ff_map.png
(6 px per micron)
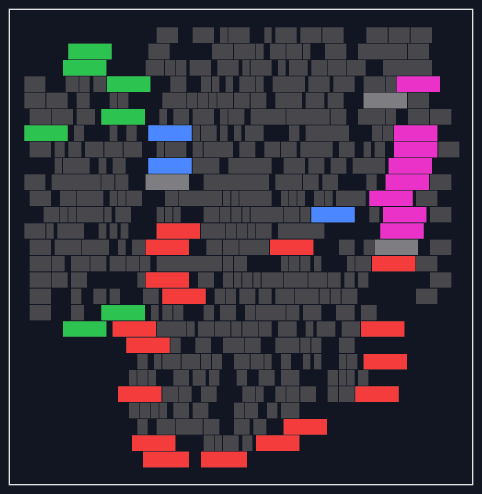
gates.png
(6 px per micron)
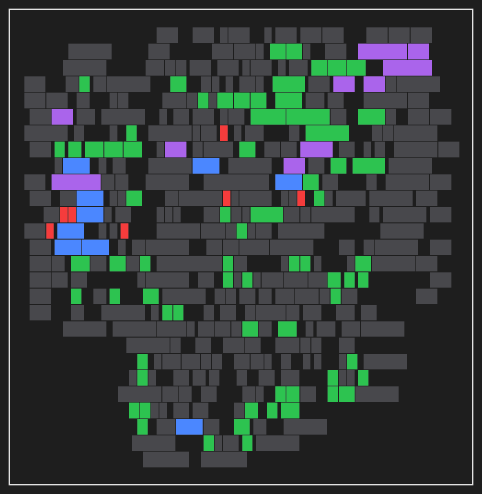
closeup.png
Region (18, 35) to (58, 75) microns. Cells in gray, sequential cells in the stronger gray; small squares are vias.
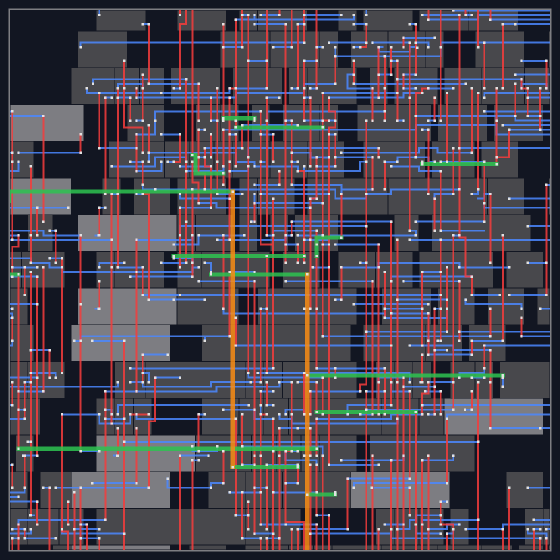
congestion_map.png
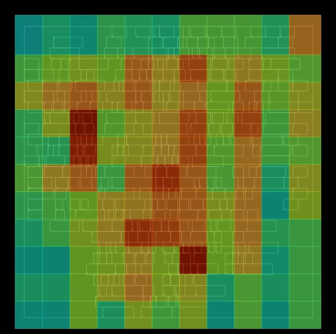
File: config.mk
export PLATFORM = sky130hd
export DESIGN_NAME = seg_scan_driver
export DESIGN_NICKNAME = d
export VERILOG_FILES = /design/src/rtl/seg_scan_driver.sv
export SDC_FILE = /design/constraint.sdc
export NUM_CORES = 1
export LEC_CHECK = 0
export CAP_MARGIN = 20
export CORE_AREA = 2 2 75 77
export DETAILED_ROUTE_END_ITERATION = 6
export DIE_AREA = 0 0 77 79
export PLACE_DENSITY = 0.75
export SLEW_MARGIN = 20
export SYNTH_ARGS = -nofsm -noshare
export SYNTH_HDL_FRONTEND = slang
export SYNTH_SLANG_ARGS = --single-unit
File: constraint.sdc
create_clock -name clk -period 2.6 [get_ports clk]
set_input_delay 0.52 -clock clk [delete_from_list [all_inputs] [get_ports clk]]
set_output_delay 0.52 -clock clk [all_outputs]
set_load 0.02 [all_outputs]
File: src/rtl/seg_scan_driver.sv
// Scan controller and hex segment decoder for an 8-digit multiplexed seven-segment display.
// Every digit slot opens with an all-anodes-off guard interval so the previous digit never ghosts.
module seg_scan_driver #(
  parameter int DIV       = 100000,
  parameter int BLANK_CYC = 1000
) (
  input  logic       clk,
  input  logic       reset,
  input  logic       enable,
  input  logic [7:0] digit_en,
  input  logic [7:0] dp_mask,
  input  logic [3:0] nibble,
  output logic [2:0] sel,
  output logic [7:0] an,
  output logic [6:0] seg,
  output logic       dp,
  output logic       frame_tick
);

  localparam int CW = (DIV > 1) ? $clog2(DIV) : 1;
  localparam logic [CW-1:0] LAST      = CW'(DIV - 1);
  localparam logic [CW-1:0] BLANK_END = CW'(BLANK_CYC);

  logic [CW-1:0] cnt;
  logic [CW-1:0] cnt_next;
  logic [2:0]    sel_next;
  logic          wrap;
  logic          paused;
  logic          lit;
  logic [7:0]    an_next;
  logic          dp_next;

  // Active-low hex font, bit order {a,b,c,d,e,f,g}.
  function automatic logic [6:0] decode(input logic [3:0] v);
    logic [6:0] s;
    case (v)
      4'h0: s = 7'h01;
      4'h1: s = 7'h4F;
      4'h2: s = 7'h12;
      4'h3: s = 7'h06;
      4'h4: s = 7'h4C;
      4'h5: s = 7'h24;
      4'h6: s = 7'h20;
      4'h7: s = 7'h0F;
      4'h8: s = 7'h00;
      4'h9: s = 7'h04;
      4'hA: s = 7'h08;
      4'hB: s = 7'h60;
      4'hC: s = 7'h31;
      4'hD: s = 7'h42;
      4'hE: s = 7'h30;
      default: s = 7'h38;
    endcase
    return s;
  endfunction

  // Outputs are registered from the next slot position, so an/dp always line up with the
  // cnt/sel that hold after the same edge. Returning from a pause restarts the slot at 0.
  always_comb begin
    cnt_next = cnt + CW'(1);
    sel_next = sel;
    wrap     = 1'b0;
    if (paused) begin
      cnt_next = '0;
    end else if (cnt == LAST) begin
      cnt_next = '0;
      sel_next = sel + 3'd1;
      wrap     = 1'b1;
    end
    lit     = (cnt_next >= BLANK_END) && digit_en[sel_next];
    an_next = lit ? ~(8'd1 << sel_next) : 8'hFF;
    dp_next = lit ? ~dp_mask[sel_next] : 1'b1;
  end

  // The seg register trails nibble by one cycle; that lag always lands inside the guard.
  always_ff @(posedge clk) begin
    if (reset) begin
      cnt        <= '0;
      sel        <= 3'd0;
      an         <= 8'hFF;
      seg        <= 7'h7F;
      dp         <= 1'b1;
      frame_tick <= 1'b0;
      paused     <= 1'b0;
    end else if (!enable) begin
      an         <= 8'hFF;
      dp         <= 1'b1;
      frame_tick <= 1'b0;
      paused     <= 1'b1;
    end else begin
      cnt        <= cnt_next;
      sel        <= sel_next;
      an         <= an_next;
      dp         <= dp_next;
      seg        <= decode(nibble);
      frame_tick <= wrap && (sel == 3'd7);
      paused     <= 1'b0;
    end
  end

endmodule

==> results.txt <==
This memo summarizes the results of the implementation run.

Final timing
The max-slew violation total from the final report is 0. The actual transition at the worst max-transition pin is 1.03 ns. The final timing report lists clock skew as 0.00948 ns. Setup repair after global routing could not meet its margin everywhere. The number of hold violations in the final report is 0. The normalized max-slew margin is 0.314.

The worst hold margin is 0.495 ns. The final timing summary puts the cycle share of the worst path at 0.990. The minimum clock period is 2.57 ns.

The last timing report of the flow puts the setup violation total at 0. Derived from the worst setup path, the maximum achievable clock frequency is 388 MHz.

Pwr
The cell internal power dissipation is 1.07 mW. The leakage power summed over all cells is 1.25 nW. The power drawn by the combinational cells is 0.171 mW.

Of the total power, the share spent switching nets is 0.226. Of the total power, combinational logic draws 0.124. The group that draws the most power in this run is sequential cells.

In this run the power spent charging and discharging nets is 0.311 mW. The power density relative to cell area is 415 nW/um^2.

Routing
In the final routed layout, each cell accounts on average for 14.0 microns. The routed layout reports a DRC error count of 0. The final route contains 2,493 vias. The iteration-0 DRC count of the detailed router is 181. The routed metal-1 wirelength is 2840 microns.

The detailed router reported a total wirelength of 6120 microns. The detail route stage leaves a number of antenna-violating nets equal to 0. After detailed routing, the number of vias per cell comes to 5.72. The iteration count of the initial detailed-routing pass is 4. The wire length on met2 is 2920 microns.

Clock network
The clock-pin slew reported for the worst setup and hold paths after clock tree synthesis is 0.07 ns. TritonCTS built the clock tree. The number of hold buffers added after cts is 0. The clock insertion delay at the later pin of the skew report is 0.30 ns. The number of buffers added by the clock tree synthesis step is 5. Gates resized during post-CTS repair numbered 0. The H-tree depth is 2. The clock net in this run drives a total of 38 sinks.

Yosys
The library cell occupying the most area in the post-synthesis netlist is sky130_fd_sc_hd__dfxtp_1. The Yosys warning count is 0. The share of flip-flops with an asynchronous set or reset is 0. After synthesis, the design contains 296 cells according to Yosys.

The sequential area share after synthesis is 0.307. The synthesis run identifies the leading combinational cell family as simple AND/OR/NAND/NOR gates. The area fraction in and, or, nand and nor cells is 0.286.

The share of the synthesized area in the top cell type is 0.307. In the Yosys stats the netlist draws on 61 distinct library cells. Measured against the total synthesized area, the mux share comes to 0.0561. The cell-mix breakdown from Yosys lists the compound-gate area share as 0.230. The synthesis-stage register bit count is 38.

The synthesis run shows the most used standard cells to be 38 x sky130_fd_sc_hd__dfxtp_1, 38 x sky130_fd_sc_hd__nand2_1, 26 x sky130_fd_sc_hd__o21ai_0. The XOR/XNOR share of the synthesized area is 0.0212. The dominant register cell in the synthesized netlist is sky130_fd_sc_hd__dfxtp_1.

Setup path
The required time at the worst-slack endpoint is 2.77 ns. OpenSTA lists the critical path startpoint as cnt[11]. The kind of start point of the critical path is a flop. The critical path capture point type is a flop. For flop-to-flop paths, the worst setup slack is 0.03 ns. Per the STA report, the cell with the highest stage delay on the worst path is sky130_fd_sc_hd__or4_4. The worst setup path is of the reg -> reg kind. The family with the most delay on the worst path is simple AND/OR/NAND/NOR gates. The critical path runs through a total of 7 cells.

The total buffers and inverters traversed by the critical path is 1. The worst register-to-register path has a depth of 7. The termination of the worst setup path is dp. At the worst endpoint, the arrival time is 2.74 ns. The worst register-to-register path ends at dp.

The startpoint of the most critical register-to-register path is cnt[11]. Max fanout on the critical path was recorded as 6.

Placed design
The buffer_ports step reported a buffer count of 42. In this run the cell area measured after placement is 3150 sq um. Routability-driven placement finished with a final weighted congestion of 0.921. The half-perimeter wire length after placement is 4610 microns. Logged for this run, the post-placement worst setup slack is 0.000259 ns.

Layout
Of the cells placed in the final design, the portion with a size suffix greater than 1 is 0.190. The combinational cell area excluding buffers and inverters is 1590 sq um. The dominant kind of cell is combinational gates. Counting plain and timing-repair buffers in the layout gives 78.

The final-layout non-clock buffer area share is 0.214. The register containing the most flip-flops in the final layout is cnt. In this run the layout overhead on the synthesized area is reported as 34.2%. The register with the most flip-flops in the layout has 17 of them. In the layout the commonest cells are 42 x sky130_fd_sc_hd__clkdlybuf4s50_1, 38 x sky130_fd_sc_hd__nand2_1, 36 x sky130_fd_sc_hd__dfxtp_1. Multi-input combinational cells in the finished layout were counted as 233. The antenna diode instance count is 0. The number of clock buffer instances in the layout is 5. The final standard cell area without fillers is 3320 sq um. The registers reported with the highest flop counts are cnt x17, an x8, seg x7.

GRT
The global-route wire length before repair is 10,300 microns. The global routing report lists met2 layer usage as 0.336. The number of antenna violations at the first check in global routing is 0.

Floorplanning
During I/O placement, the number of pins put on the boundary was 43. The floorplan has 27 rows. The floorplan-stage core utilization is 0.464. The y dimension of the die is 79 microns. Per the OpenROAD floorplan log, the width of the die is 77 microns. According to the floorplan report, the placeable core area is 5340 sq um.

Worst hold path
Hold analysis shows the worst path with a depth of 2. The hold-critical path endpoint is seg[1]. Per the hold report, the tightest min-delay path originates at seg[1].

Job
The number of warnings reported in the stage logs is 32.

Run status
The flow ran to the end, and the final reports show no timing, DRC or antenna violations.
About ff_map.png:
- `an`: magenta (placed flops 8)
- `seg`: green (placed flops 7)
- `cnt`: red (placed flops 17)
- `sel`: blue (placed flops 3)
Sequential Area: 763 sq um
Sequential Power: 0.603 mW
final core utilization: 0.622
register share of the cell area: 0.230

About gates.png:
- mux cells: purple (cells 10; most used mux2i_1)
- aoi and oai cells: green (cells 70; most used o21ai_0)
- fa/ha/maj cells: blue (cells 9; most used ha_1; where middle left)
- inv cells: red (cells 7; most used inv_1)
Comb/total area: 0.480
filler-free cell count of the finished design: 436
most common logic cell in the routed design: sky130_fd_sc_hd__clkdlybuf4s50_1

About closeup.png:
- M1: blue
- M3: green
- M2: red
- M4: orange
- sequential cells in the window: 9
- netlist names of flops here include: `cnt` (3), `sel` (3), `seg` (2)
- cells with their middle in the window: 141
- most frequent: nand2_1 (21), clkdlybuf4s50_1 (15), buf_4 (15)

About congestion_map.png:
met1 demand-to-capacity share in global routing: 0.280
GR peak layer: met2
total track usage: 0.207

Power is estimated from default activity; no workload was simulated.
